===== config.mk =====
export PLATFORM = sky130hd
export DESIGN_NAME = incr9_counter
export DESIGN_NICKNAME = d
export VERILOG_FILES = /design/src/rtl/incr9_counter.sv
export SDC_FILE = /design/constraint.sdc
export NUM_CORES = 1
export LEC_CHECK = 0
export ABC_AREA = 1
export CAP_MARGIN = 0
export CORE_ASPECT_RATIO = 1.75
export CORE_MARGIN = 3
export CORE_UTILIZATION = 48
export DETAILED_ROUTE_END_ITERATION = 10
export PLACE_DENSITY = 0.81
export SYNTH_ARGS = -nofsm -noshare
export SYNTH_HDL_FRONTEND = slang
export SYNTH_SLANG_ARGS = --single-unit

===== constraint.sdc =====
create_clock -name clk -period 4.9 [get_ports clk]
set_input_delay 0.98 -clock clk [delete_from_list [all_inputs] [get_ports clk]]
set_output_delay 0.98 -clock clk [all_outputs]
set_load 0.005 [all_outputs]

===== src/rtl/incr9_counter.sv =====
// incr9_counter: programmable 9-bit up-counter fed by a carry-select incrementer.
// Adds load, terminal-count compare, one-shot/continuous FSM, saturate/wrap, sticky ovf.

module incr9 (
    input  logic [8:0] din,
    output logic [8:0] dout,
    output logic       cy
);

    logic [2:0] g0;
    logic [2:0] g1;
    logic [2:0] g2;
    logic       c3;
    logic       c6;

    function automatic logic [2:0] inc3(input logic [2:0] v);
        inc3 = {v[2] ^ (v[1] & v[0]), v[1] ^ v[0], ~v[0]};
    endfunction

    // Each 3-bit group is pre-incremented; group carries pick the result
    always_comb begin
        g0        = inc3(din[2:0]);
        g1        = inc3(din[5:3]);
        g2        = inc3(din[8:6]);
        c3        = &din[2:0];
        c6        = c3 & (&din[5:3]);
        cy        = c6 & (&din[8:6]);
        dout[2:0] = g0;
        dout[5:3] = c3 ? g1 : din[5:3];
        dout[8:6] = c6 ? g2 : din[8:6];
    end

endmodule

module incr9_counter #(
    parameter logic [8:0] RST_VAL = 9'd0
) (
    input  logic       clk,
    input  logic       rst_n,
    input  logic       start,
    input  logic       stop,
    input  logic       en,
    input  logic       load,
    input  logic [8:0] load_val,
    input  logic [8:0] term,
    input  logic       oneshot,
    input  logic       sat,
    input  logic       ovf_clr,
    output logic [8:0] count,
    output logic       busy,
    output logic       done,
    output logic       wrap,
    output logic       ovf
);

    typedef enum logic [1:0] {
        IDLE = 2'b00,
        RUN  = 2'b01,
        DONE = 2'b10
    } state_t;

    state_t     state;
    logic [8:0] inc_out;
    logic       inc_cy;
    logic [8:0] nxt;
    logic       hit;

    incr9 u_incr9 (
        .din  (count),
        .dout (inc_out),
        .cy   (inc_cy)
    );

    // Candidate next count: saturation pins at 1FF, otherwise take the incrementer
    always_comb begin
        nxt = inc_out;
        if (inc_cy && sat) begin
            nxt = 9'h1FF;
        end
        hit = (nxt == term);
    end

    assign busy = (state == RUN);

    // Control FSM with count, pulses and sticky overflow; stop > load > start > en
    always_ff @(posedge clk or negedge rst_n) begin
        if (!rst_n) begin
            state <= IDLE;
            count <= RST_VAL;
            done  <= 1'b0;
            wrap  <= 1'b0;
            ovf   <= 1'b0;
        end else begin
            done <= 1'b0;
            wrap <= 1'b0;
            if (ovf_clr) begin
                ovf <= 1'b0;
            end
            if (stop) begin
                state <= IDLE;
                count <= RST_VAL;
            end else if (load) begin
                count <= load_val;
                case (state)
                    DONE: begin
                        if (start) begin
                            state <= RUN;
                        end
                    end
                    IDLE, RUN: begin
                    end
                    default: state <= IDLE;
                endcase
            end else begin
                case (state)
                    IDLE: begin
                        if (start) begin
                            state <= RUN;
                        end
                    end
                    RUN: begin
                        if (en) begin
                            count <= nxt;
                            if (inc_cy) begin
                                ovf  <= 1'b1;
                                wrap <= ~sat;
                            end
                            if (hit) begin
                                done <= 1'b1;
                                if (oneshot) begin
                                    state <= DONE;
                                end
                            end
                        end
                    end
                    DONE: begin
                        if (start) begin
                            state <= RUN;
                        end
                    end
                    default: state <= IDLE;
                endcase
            end
        end
    end

endmodule


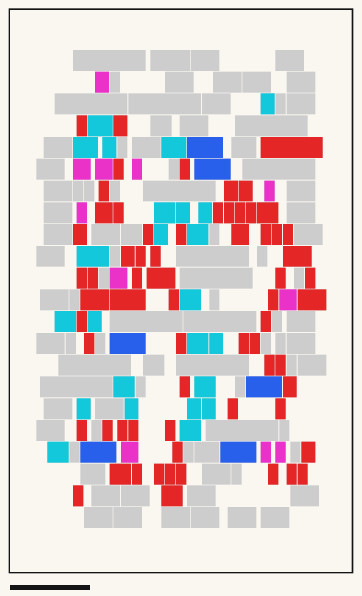
run_1/gate_families.png
Bar = 10 µm.
[cyan] inverting AOI/OAI gates | cells: 24
[red] NAND gates | cells: 66
[blue] adder and majority cells | cells: 6
[magenta] NOR gates | cells: 11

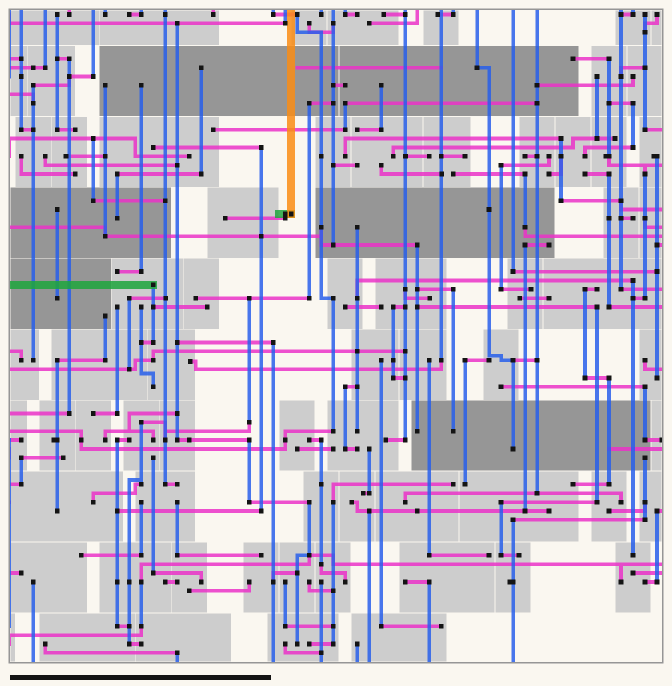
run_1/zoom.png
Bar = 10 µm. Window x 9 to 34, y 9 to 34 µm. Cells in gray, sequential cells in the stronger gray; small squares are vias.
[blue] met2
[green] met3
[orange] met4
[magenta] met1
sequential cells in the window: 5
most frequent: nand2_1 (20), inv_1 (8), a21oi_1 (6)
netlist names of flops here include: count (5)
cells with their middle in the window: 61

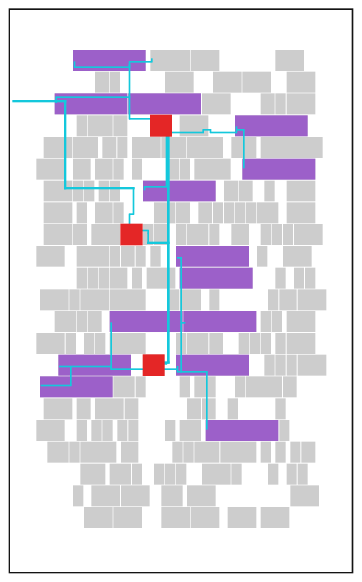
run_1/clock_map.png
[cyan] clock wires | length: 182 µm
[purple] flip-flops | count: 14
[red] cells driving clock nets | count: 3
routed clock nets: 4

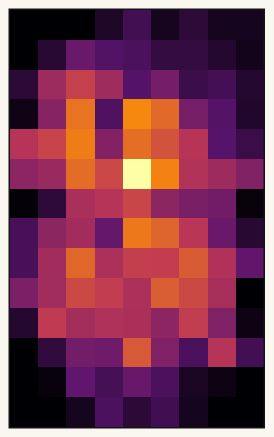
run_1/wire_density.png
The die is cut into 9 by 14 equal tiles; black is low, pale yellow is high, scaled to the fullest tile. Values are wire area over tile area, all layers added.
tiles over half the peak: 21%
fullest tile: 0.46
densest ninth of the die: middle
emptiest ninth of the die: top right
routed vias: 1117
Overall Global Routing Usage: 19.4%
total routed wirelength: 2650 µm

run 1: critical path, stage by stage:
cell	delay, ps
sky130_fd_sc_hd__clkdlybuf4s50_1	450
sky130_fd_sc_hd__nor2_1	560
sky130_fd_sc_hd__a21boi_2	680
sky130_fd_sc_hd__a21oi_1	100
sky130_fd_sc_hd__a22oi_1	160
run 1: layout make-up:
class                   instances  area share, %
clock buffers                   4           2.34
inverters                      28           6.77
multi-input cells             110           41.3
flip-flops and latches         14           22.6
well taps                      24           1.93
repair buffers                 39           25.1
run 1: sequential cells by signal (all words and copies together) (netlist names):
name and cells:
ovf 1, wrap 1, count 9, done 1, state 2
run 1: per-stage QoR:
stage / setup slack, ps / std cells / power (mW) / instance area [µm²]
after floorplan: 2990 / 156 / 0.205 / 1130
after global placement: 1900 / 215 / 0.258 / 1520
after detailed placement: 1850 / 215 / 0.261 / 1520
after CTS: 2140 / 219 / 0.344 / 1550
after global routing: 1920 / 219 / 0.368 / 1550
final: 2170 / 219 / 0.342 / 1550
run 1: power breakdown:
group	leakage (nW)	internal, mW	switching (mW)
Combinational	0.608	0.0635	0.0596
Clock	0.0210	0.0453	0.0387
Sequential	0.182	0.125	0.00946
run 1: path summary, 6_finish.rpt:
path / startpoint / end / depth (start not counted)
worst min-delay path: ovf / ovf / 2
min in group asynchronous: rst_n / count[7] / 1
worst max-delay path: stop / count[8] / 5
max in group asynchronous: rst_n / count[1] / 1
worst max register to register: count[0] / state[0] / 11
worst min register to register: ovf / ovf / 2
run 1: cells by family after synthesis:
kind of cell	synth area share (%)
AND/OR/NAND/NOR	34.3
buffers and inverters	12.4
AND-OR/OR-AND	14.2
flip-flops	31.0
adder cells (fa/ha/maj)	6.64
XOR/XNOR	1.55
==> impl_results.html, run 1 <==
<h2>Synthesis and place &amp; route</h2>
<table>
<tr><th>Metric</th><th>Value</th></tr>
<tr><th colspan="2">Flow run</th></tr>
<tr><td>Stage-log warning count</td><td>26</td></tr>
<tr><th colspan="2">Timing</th></tr>
<tr><td>Setup repair after global routing missed its margin</td><td>no</td></tr>
<tr><td>Slew headroom</td><td>52.9%</td></tr>
<tr><td>Skew final</td><td>4.17 ps</td></tr>
<tr><td>Period Utilization, post-route</td><td>55.7%</td></tr>
<tr><th colspan="2">Yosys</th></tr>
<tr><td>Dominant cell area share</td><td>31.0%</td></tr>
<tr><td>Cell type contributing the most total cell area after synthesis</td><td>sky130_fd_sc_hd__dfrtp_1</td></tr>
<tr><td>Most instantiated library cell after synthesis</td><td>sky130_fd_sc_hd__nand2_1</td></tr>
<tr><td>Mean cell area of the mapped netlist</td><td>7.25 µm²</td></tr>
<tr><td>Number of flip-flops and latches in the synthesized netlist</td><td>14</td></tr>
<tr><td>Number of standard cells reported by yosys</td><td>156</td></tr>
<tr><td>Chip area in the Yosys report</td><td>1130 µm²</td></tr>
<tr><th colspan="2">Setup path</th></tr>
<tr><td>WP data required</td><td>5100 ps</td></tr>
<tr><td>Register-to-register setup slack</td><td>2590 ps</td></tr>
<tr><td>Worst setup EP type</td><td>register</td></tr>
<tr><td>Crit-path max FO</td><td>18</td></tr>
<tr><td>Setup CP Type</td><td>primary input to register</td></tr>
<tr><th colspan="2">Final layout</th></tr>
<tr><td>Share of final-layout standard cells stronger than drive strength 1</td><td>11.3%</td></tr>
<tr><td>Final core area utilization</td><td>71.4%</td></tr>
<tr><td>Commonest Layout Cell</td><td>sky130_fd_sc_hd__nand2_1</td></tr>
<tr><td>Number of nets in the layout</td><td>229</td></tr>
<tr><th colspan="2">GRT</th></tr>
<tr><td>Vias in the first global route</td><td>1120</td></tr>
<tr><td>Met1 track demand over resource</td><td>19.9%</td></tr>
<tr><td>Global routing usage on met2</td><td>37.1%</td></tr>
<tr><td>Initial antenna violation count</td><td>0</td></tr>
<tr><td>Largest net degree at the start of global routing</td><td>19</td></tr>
<tr><th colspan="2">Pwr</th></tr>
<tr><td>Cell Pwr Density</td><td>220 nW/µm²</td></tr>
<tr><td>Lkg Pwr</td><td>0.810 nW</td></tr>
<tr><th colspan="2">Run status</th></tr>
<tr><td>Run status</td><td>finished clean</td></tr>
<tr><th colspan="2">Detailed routing</th></tr>
<tr><td>Detailed Routing Iterations Pass 1</td><td>4</td></tr>
<tr><td>Antenna viol nets, final</td><td>0</td></tr>
<tr><td>Top Metal Used</td><td>met4</td></tr>
<tr><td>Routed wl met3</td><td>137 µm</td></tr>
<tr><td>Avg Vias per Cell</td><td>5.10</td></tr>
<tr><td>Wire length on met1</td><td>969 µm</td></tr>
<tr><td>Violation tally from detailed-route iteration zero</td><td>22</td></tr>
<tr><th colspan="2">Clock network</th></tr>
<tr><td>Clock buffer depth</td><td>2</td></tr>
<tr><td>Number of gates resized after CTS</td><td>0</td></tr>
<tr><td>Root cell of the clock tree</td><td>sky130_fd_sc_hd__clkbuf_4</td></tr>
<tr><td>Number of sinks on the clock net</td><td>14</td></tr>
<tr><td>Clock latency on the worst-skew pair</td><td>290 ps</td></tr>
<tr><th colspan="2">Placement</th></tr>
<tr><td>HPWL after detailed placement</td><td>2180 µm</td></tr>
<tr><td>Final estimated routing congestion in global placement</td><td>0.761</td></tr>
<tr><th colspan="2">Die</th></tr>
<tr><td>DIE HEIGHT</td><td>70.2 µm</td></tr>
<tr><td>Number of placement rows</td><td>22</td></tr>
<tr><td>Core Footprint</td><td>2170 µm²</td></tr>
</table>
run_1/final_placement.png
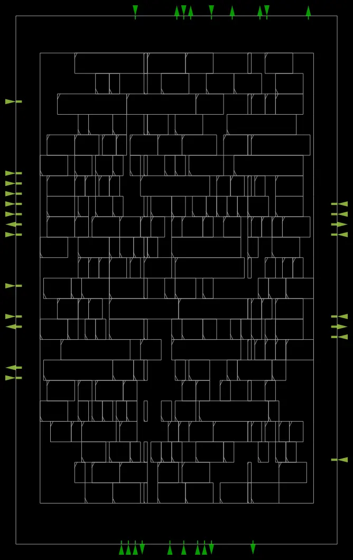

==> inputs of run 2 (changes only) <==
- CORE_UTILIZATION: 48 -> 40
- PLACE_DENSITY: 0.81 -> 0.71
- clock period: 4.9 -> 2.35 ns (I/O delays scaled with it)
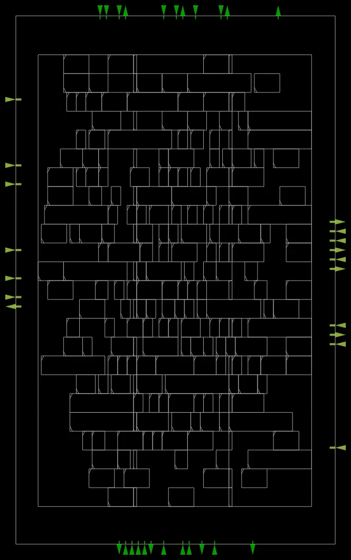
run_2/final_placement.png
final-layout fill cell count: 232
number of placement rows: 24
number of flip-flops and latches: 14

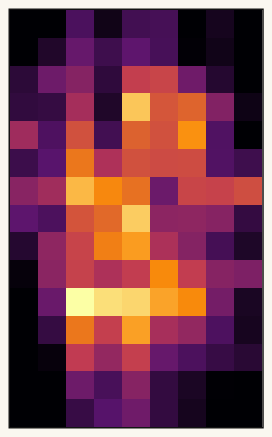
run_2/wire_density.png
The die is cut into 9 by 15 equal tiles; black is low, pale yellow is high, scaled to the fullest tile. Values are wire area over tile area, all layers added.
Overall Global Routing Usage: 18.9%
routed vias: 1170
total routed wirelength: 3080 µm
WL per Instance: 13.7 µm

==> impl_results.html, run 2 <==
<h2>Synthesis and place &amp; route</h2>
<table>
<tr><th>Metric</th><th>Value</th></tr>
<tr><th colspan="2">Setup path</th></tr>
<tr><td>Reg2reg path depth</td><td>11 (unchanged)</td></tr>
<tr><td>Setup CP Type</td><td>register to register</td></tr>
<tr><td>Critical path's largest stage delay</td><td>420 ps (-260 ps)</td></tr>
<tr><td>Worst setup EP type</td><td>register</td></tr>
<tr><td>Crit-path max FO</td><td>17 (-1)</td></tr>
<tr><td>Logic depth of the worst setup path including buffers</td><td>11 (+6)</td></tr>
<tr><td>WP data required</td><td>2490 ps (-2610 ps)</td></tr>
<tr><td>Cell type with the highest occurrence count on the critical path</td><td>sky130_fd_sc_hd__nand2_1</td></tr>
<tr><td>Largest delay contributor family on the critical path</td><td>simple AND/OR/NAND/NOR gates</td></tr>
<tr><td>Buf/Inv on CP</td><td>0 (-1)</td></tr>
<tr><td>Slowest stage cell on the critical path</td><td>sky130_fd_sc_hd__dfrtp_1</td></tr>
<tr><td>Ordered cell list for the critical path</td><td>ha_1 -&gt; ha_2 -&gt; nand4_4 -&gt; nand2_1 -&gt; nand2_1 -&gt; nand2_1 -&gt; nand2_1 -&gt; nor2_2 -&gt; nand4_2 -&gt; nand3_1 -&gt; nand2_1</td></tr>
<tr><th colspan="2">Yosys</th></tr>
<tr><td>Mean cell area of the mapped netlist</td><td>7.25 µm² (unchanged)</td></tr>
<tr><td>Post-synth tally of flip-flops with integrated enable</td><td>0</td></tr>
<tr><td>Number of flip-flops and latches in the synthesized netlist</td><td>14 (unchanged)</td></tr>
<tr><td>Most instantiated library cell after synthesis</td><td>sky130_fd_sc_hd__nand2_1</td></tr>
<tr><td>Chip area in the Yosys report</td><td>1130 µm² (unchanged)</td></tr>
<tr><td>Fraction of registers with async set/reset</td><td>100%</td></tr>
<tr><td>Dominant cell area share</td><td>31.0% (unchanged)</td></tr>
<tr><td>Number of standard cells reported by yosys</td><td>156 (unchanged)</td></tr>
<tr><td>Cell type contributing the most total cell area after synthesis</td><td>sky130_fd_sc_hd__dfrtp_1</td></tr>
<tr><th colspan="2">Flow run</th></tr>
<tr><td>Stage-log warning count</td><td>26 (unchanged)</td></tr>
<tr><th colspan="2">Clock network</th></tr>
<tr><td>Root cell of the clock tree</td><td>sky130_fd_sc_hd__clkbuf_8</td></tr>
<tr><td>Number of sinks on the clock net</td><td>14 (unchanged)</td></tr>
<tr><td>Total CTS buffers</td><td>3</td></tr>
<tr><td>Number of gates resized after CTS</td><td>0 (unchanged)</td></tr>
<tr><td>Clock latency on the worst-skew pair</td><td>250 ps (-40 ps)</td></tr>
<tr><td>Clock tree from TritonCTS</td><td>built</td></tr>
<tr><td>Clock buffer depth</td><td>2 (unchanged)</td></tr>
<tr><th colspan="2">Placement</th></tr>
<tr><td>Total placed cells including tap cells</td><td>220 (+2.3%)</td></tr>
<tr><td>Worst slack at placement</td><td>200 ps (-1650 ps)</td></tr>
<tr><td>HPWL after detailed placement</td><td>2500 µm (+15%)</td></tr>
<tr><td>Total cell area at the placement stage</td><td>1550 µm² (+2.5%)</td></tr>
<tr><td>Final estimated routing congestion in global placement</td><td>0.863 (+13%)</td></tr>
<tr><th colspan="2">Pwr</th></tr>
<tr><td>Power after layout</td><td>800 µW (+130%)</td></tr>
<tr><td>Sequential fraction of design power</td><td>35.3% (-4.1 points)</td></tr>
<tr><td>Switching share of power</td><td>31.2% (-0.31 points)</td></tr>
<tr><td>Net Sw Power</td><td>250 µW (+130%)</td></tr>
<tr><td>Cell Pwr Density</td><td>496 nW/µm² (+130%)</td></tr>
<tr><td>Power share of the combinational group</td><td>33.9% (-2.1 points)</td></tr>
<tr><td>Design internal power</td><td>550 µW (+140%)</td></tr>
<tr><td>Lkg Pwr</td><td>0.835 nW (+3.0%)</td></tr>
<tr><td>Clock power frac</td><td>30.7% (+6.1 points)</td></tr>
<tr><th colspan="2">Timing</th></tr>
<tr><td>Setup slack after layout</td><td>264 ps (-1910 ps)</td></tr>
<tr><td>Worst hold slack after final layout</td><td>520 ps</td></tr>
<tr><td>Skew final</td><td>1.56 ps (-2.61 ps)</td></tr>
<tr><td>Setup repair after global routing missed its margin</td><td>no</td></tr>
<tr><td>Period Utilization, post-route</td><td>88.8%</td></tr>
<tr><td>Final hold violation count</td><td>0</td></tr>
<tr><td>Slew headroom</td><td>55.2% (+2.3 points)</td></tr>
<tr><th colspan="2">Detailed routing</th></tr>
<tr><td>Violation tally from detailed-route iteration zero</td><td>13 (-41%)</td></tr>
<tr><td>Number of remaining DRC errors</td><td>0</td></tr>
<tr><td>Avg Vias per Cell</td><td>5.22 (+2.4%)</td></tr>
<tr><td>Detailed Routing Iterations Pass 1</td><td>4 (unchanged)</td></tr>
<tr><td>Antenna viol nets, final</td><td>0 (unchanged)</td></tr>
<tr><th colspan="2">Run status</th></tr>
<tr><td>Run status</td><td>finished clean</td></tr>
<tr><th colspan="2">GRT</th></tr>
<tr><td>Largest net degree at the start of global routing</td><td>18 (-1)</td></tr>
<tr><td>Initial antenna violation count</td><td>0 (unchanged)</td></tr>
<tr><td>Overflow left after global routing</td><td>0</td></tr>
<tr><td>Vias in the first global route</td><td>1240 (+11%)</td></tr>
<tr><th colspan="2">Final layout</th></tr>
<tr><td>Final cell count without fillers</td><td>224 (+2.3%)</td></tr>
<tr><td>Share of final-layout standard cells stronger than drive strength 1</td><td>13.1% (+1.8 points)</td></tr>
<tr><td>Biggest registers after layout</td><td>count x9, state x2</td></tr>
<tr><td>Commonest Layout Cell</td><td>sky130_fd_sc_hd__nand2_1</td></tr>
<tr><td>Largest register by flop count</td><td>count</td></tr>
<tr><td>Number of nets in the layout</td><td>232 (+1.3%)</td></tr>
<tr><td>Summed area of non-filler cells in the final layout</td><td>1610 µm² (+3.8%)</td></tr>
<tr><td>Number of flip-flops in the largest register</td><td>9 (unchanged)</td></tr>
<tr><td>Final core area utilization</td><td>62.4% (-9.0 points)</td></tr>
<tr><th colspan="2">Die</th></tr>
<tr><td>DIE HEIGHT</td><td>76.3 µm (+8.7%)</td></tr>
<tr><th colspan="2">Min path</th></tr>
<tr><td>Hold path depth</td><td>2 (unchanged)</td></tr>
</table>
==> run 2: cell counts after synthesis <==
No cell type changed its count.
==> run 2: kinds of logic after synthesis <==
logic type | after synthesis | share of synthesized area [%]
simple gates | 78 | 34.3
fa+ha+maj | 6 | 6.64
compound gates | 24 | 14.2
xor+xnor | 2 | 1.55
buf+inv | 32 | 12.4
flops | 14 | 31.0
==> run 2: metal layers <==
| metal | GRT usage (%) | vias up | wire, µm |
|---|---|---|---|
| li1 | - | 586 | - |
| met1 | 18.0 | 547 | 1100 |
| met2 | 35.4 | 28 | 1780 |
| met3 | 2.60 | 9 | 107 |
| met4 | 9.12 | 0 | 85 |
| met5 | 0 | - | 0 |
==> run 2: power groups by stage <==
stage	Clock (mW)	Combinational [mW]	Sequential, mW
2_1_floorplan	0	0.142	0.284
3_3_place_gp	0	0.265	0.286
3_5_place_dp	0	0.271	0.287
4_1_cts	0.249	0.274	0.282
5_1_grt	0.257	0.304	0.285
6_report	0.246	0.271	0.283
==> run 2: cell type report <==
class	instances	area (µm²)
clock buffer	4	55.1
timing repair buffer	42	425
inverter	28	105
multi-input combinational	110	643
tap	26	32.5
sequential	14	350
fill	232	971
==> run 2: final timing paths <==
check	start	to	slack [ps]
max reg2reg	count[0]	state[0]	260
min	ovf	ovf	520
max	count[0]	state[0]	260
min reg2reg	ovf	ovf	520
max in group asynchronous	rst_n	state[0]	1300
min in group asynchronous	rst_n	wrap	630
Power figures rest on the tool's default switching activity, not on a simulated workload.
